==> src/rtl/memoria_pkg.sv <==
// memoria_pkg
// Shared definitions for the data-memory responder: default geometry,
// the default value used by the post-reset sweep, and the FSM state type.
package memoria_pkg;

    localparam int DATA_W_DEF = 8;
    localparam int ADDR_W_DEF = 4;
    localparam logic [7:0] INIT_VALUE_DEF = 8'h00;

    typedef enum logic {
        INIT,
        IDLE
    } state_t;

endpackage

==> src/rtl/memoria_array.sv <==
// memoria_array
// Plain 2^ADDR_W x DATA_W single-port synchronous storage with a registered
// read port.
//   clock   : rising-edge clock
//   reset_n : async active-low reset, clears only the read register
//   we      : write enable, writes wdata to mem[addr]
//   re      : read enable, loads rdata from mem[addr]
//   addr    : word address shared by read and write
//   wdata   : write data
//   rdata   : registered read data, holds when re is low
module memoria_array #(
    parameter int DATA_W = 8,
    parameter int ADDR_W = 4
) (
    input  logic              clock,
    input  logic              reset_n,
    input  logic              we,
    input  logic              re,
    input  logic [ADDR_W-1:0] addr,
    input  logic [DATA_W-1:0] wdata,
    output logic [DATA_W-1:0] rdata
);

    logic [DATA_W-1:0] mem [2**ADDR_W];

    // Storage has no reset; its contents come from whoever writes it first.
    always_ff @(posedge clock) begin
        if (we) begin
            mem[addr] <= wdata;
        end
    end

    // Read register is a normal control flop so the read bus starts at zero.
    always_ff @(posedge clock or negedge reset_n) begin
        if (!reset_n) begin
            rdata <= '0;
        end else if (re) begin
            rdata <= mem[addr];
        end
    end

endmodule

==> src/rtl/memoria_dados.sv <==
// memoria_dados
// Data-memory responder for the control unit. After every reset it sweeps
// the whole array to INIT_VALUE, then answers read/write strobes with
// registered data and one-cycle completion pulses.
//   clock      : rising-edge clock
//   reset_n    : async active-low reset
//   rd, we     : read / write strobes, sampled every rising edge
//   endMem     : word address
//   dataInMem  : write data
//   dataOutMem : registered read data
//   dataValid  : pulse, dataOutMem holds a fresh read result
//   writeAck   : pulse, write committed
//   busy       : high while the init sweep runs, requests ignored
//   erroAcesso : pulse, rd and we were asserted together
module memoria_dados
    import memoria_pkg::*;
#(
    parameter int                DATA_W     = DATA_W_DEF,
    parameter int                ADDR_W     = ADDR_W_DEF,
    parameter logic [DATA_W-1:0] INIT_VALUE = DATA_W'(INIT_VALUE_DEF)
) (
    input  logic              clock,
    input  logic              reset_n,
    input  logic              rd,
    input  logic              we,
    input  logic [ADDR_W-1:0] endMem,
    input  logic [DATA_W-1:0] dataInMem,
    output logic [DATA_W-1:0] dataOutMem,
    output logic              dataValid,
    output logic              writeAck,
    output logic              busy,
    output logic              erroAcesso
);

    state_t            state;
    state_t            nextState;
    logic [ADDR_W-1:0] sweepPtr;

    logic              doRead;
    logic              doWrite;
    logic              doErr;
    logic              arrWe;
    logic              arrRe;
    logic [ADDR_W-1:0] arrAddr;
    logic [DATA_W-1:0] arrWdata;

    // State register.
    always_ff @(posedge clock or negedge reset_n) begin
        if (!reset_n) begin
            state <= INIT;
        end else begin
            state <= nextState;
        end
    end

    // Leave INIT on the same edge that writes the last word.
    always_comb begin
        nextState = state;
        case (state)
            INIT: if (sweepPtr == '1) nextState = IDLE;
            IDLE: nextState = IDLE;
        endcase
    end

    // During INIT the sweep owns the array port and strobes are ignored;
    // in IDLE simultaneous rd/we is an error and touches nothing.
    always_comb begin
        busy     = 1'b0;
        doRead   = 1'b0;
        doWrite  = 1'b0;
        doErr    = 1'b0;
        arrWe    = 1'b0;
        arrRe    = 1'b0;
        arrAddr  = endMem;
        arrWdata = dataInMem;
        case (state)
            INIT: begin
                busy     = 1'b1;
                arrWe    = 1'b1;
                arrAddr  = sweepPtr;
                arrWdata = INIT_VALUE;
            end
            IDLE: begin
                doRead  = rd & ~we;
                doWrite = we & ~rd;
                doErr   = rd & we;
                arrWe   = doWrite;
                arrRe   = doRead;
            end
        endcase
    end

    // Sweep pointer; wraps back to zero as the sweep finishes.
    always_ff @(posedge clock or negedge reset_n) begin
        if (!reset_n) begin
            sweepPtr <= '0;
        end else if (state == INIT) begin
            sweepPtr <= sweepPtr + 1'b1;
        end
    end

    // Completion pulses line up with the cycle the registered data appears.
    always_ff @(posedge clock or negedge reset_n) begin
        if (!reset_n) begin
            dataValid  <= 1'b0;
            writeAck   <= 1'b0;
            erroAcesso <= 1'b0;
        end else begin
            dataValid  <= doRead;
            writeAck   <= doWrite;
            erroAcesso <= doErr;
        end
    end

    memoria_array #(
        .DATA_W(DATA_W),
        .ADDR_W(ADDR_W)
    ) u_array (
        .clock  (clock),
        .reset_n(reset_n),
        .we     (arrWe),
        .re     (arrRe),
        .addr   (arrAddr),
        .wdata  (arrWdata),
        .rdata  (dataOutMem)
    );

endmodule

==> config.mk <==
export PLATFORM = sky130hd
export DESIGN_NAME = memoria_dados
export DESIGN_NICKNAME = d
export VERILOG_FILES = /design/src/rtl/memoria_pkg.sv /design/src/rtl/memoria_array.sv /design/src/rtl/memoria_dados.sv
export SDC_FILE = /design/constraint.sdc
export NUM_CORES = 1
export LEC_CHECK = 0
export ABC_AREA = 0
export ABC_CLOCK_PERIOD_IN_PS = 3600
export CORE_MARGIN = 2
export CORE_UTILIZATION = 64
export DETAILED_ROUTE_END_ITERATION = 8
export PLACE_DENSITY = 0.88
export SLEW_MARGIN = 20
export SYNTH_ARGS = -nofsm -noshare
export SYNTH_HDL_FRONTEND = slang
export SYNTH_SLANG_ARGS = --single-unit
==> constraint.sdc <==
create_clock -name clock -period 3.6 [get_ports clock]
set_input_delay 0.54 -clock clock [delete_from_list [all_inputs] [get_ports clock]]
set_output_delay 0.54 -clock clock [all_outputs]
set_load 0.005 [all_outputs]
### Congestion heat map

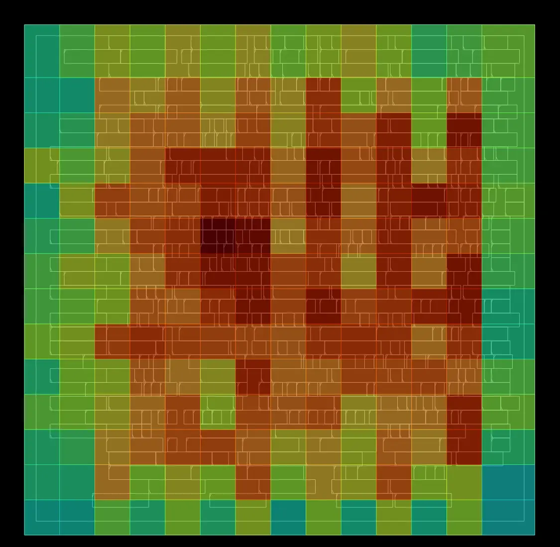
GR peak layer: met2
average wire per standard cell: 26.8 um
met1 usage: 42.9%
Layout Utilization: 75.0%
met2 Track Usage GR: 51.0%

==> results.yml <==
# synthesis and place-and-route metrics
status:
  status: "finished, final reports clean"
power:
  p_per_area_nw_per_um2: 529
  internal-power_uw: 2820
  p_seq_share_pct: 51.3
  leakage_uw: 0.00218
  power.clock.fraction_pct: 42.9
clock_tree:
  cts_sinks: 144
  ctsHtreeMaxLevel: 4
  clkTransAtPathRegs_ns: 0.06
global_routing:
  grt_max_degree: 34
  grt-ovfl-total: 0
  grt_pass1_wl_um: 23600
  gr-usage-all-layers_pct: 33.1
  grt_pass1_vias: 4165
synthesis:
  edf_count: 128
  yosys.area_share.xor_xnor_pct: 0.445
  async_flop_share_pct: 11.1
  synth_nets: 443
  synth_cell_type_count: 34
  synth-main-ff-cell: "edfxtp_1"
route:
  dr_total_vias: 4308
  firstDrtPassIters: 7
  via_per_inst: 7.34
  first_iter_violations: 811
  finalWirelength_um: 15700
  drc: 0
sta:
  finalCritPeriodShare_pct: 65.6
  holdWs_ns: 0.480
  drv_slew: 0
  tns_ns: 0
  fin_skew_ns: 0.00919
  final-hold-violation-count: 0
hold_path:
  hold_path_class: "primary input to async pin"
worst_setup_path:
  endpoint_kind: "flip-flop"
  worstReg2RegEnd: "u_array.rdata[2]"
  reg2reg_depth: 7
  rrSetupSlack_ns: 1.24
  endpoint: "u_array.rdata[2]"
floorplan:
  fp_util_pct: 64.8
  chipWidth_um: 100
  die_h_um: 100
  rows: 35
placed_design:
  io_buffers: 27
  dp_hpwl_um: 9170
cells_and_area:
  inverters: 4
  lay_top_cells: "edfxtp_1, o21ai_0, o21ai_1"
### Where the registers sit

The bar under the picture is 20 um long. Other sequential cells in the stronger grey, the rest of the logic in the fainter grey.
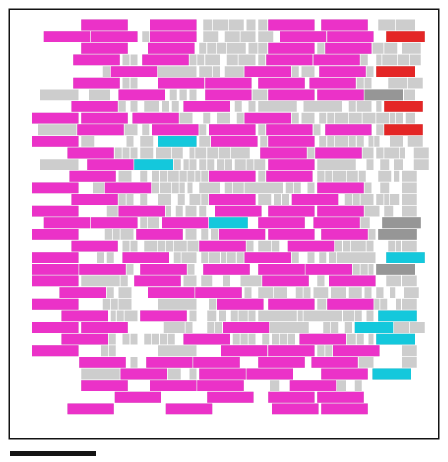
Key: red = sweepPtr [flops 4, where north-east]; cyan = u_array.rdata [flops 8]; magenta = u_array.mem [flops 128, where widely spread]
Sequential Power: 1850 uW
flop share of the area: 62.1%
Register Area: 4240 um2

## per-layer routing
metal	global-route usage (%)	vias up	wire (um)	part of all wire, %
li1	-	1760	-	-
met1	42.9	2039	5330	34
met2	51.0	422	7380	47
met3	9.68	87	2080	13
met4	18.3	0	953	6.1
met5	0	-	0	0
## sequential cells by signal, summed over array words and instances (netlist names)
signal         flops
dataValid          1
erroAcesso         1
state              1
sweepPtr           4
u_array.mem      128
u_array.rdata      8
writeAck           1
## critical path: stages (launching register included)
cell and delay (ns):
dfrtp_1 0.37, buf_4 0.23, nor3b_2 0.18, buf_4 0.26, o21ai_0 0.25, a41oi_1 0.26
a2111oi_1 0.54, o21ai_1 0.12
Power and IR drop assume default switching activity.
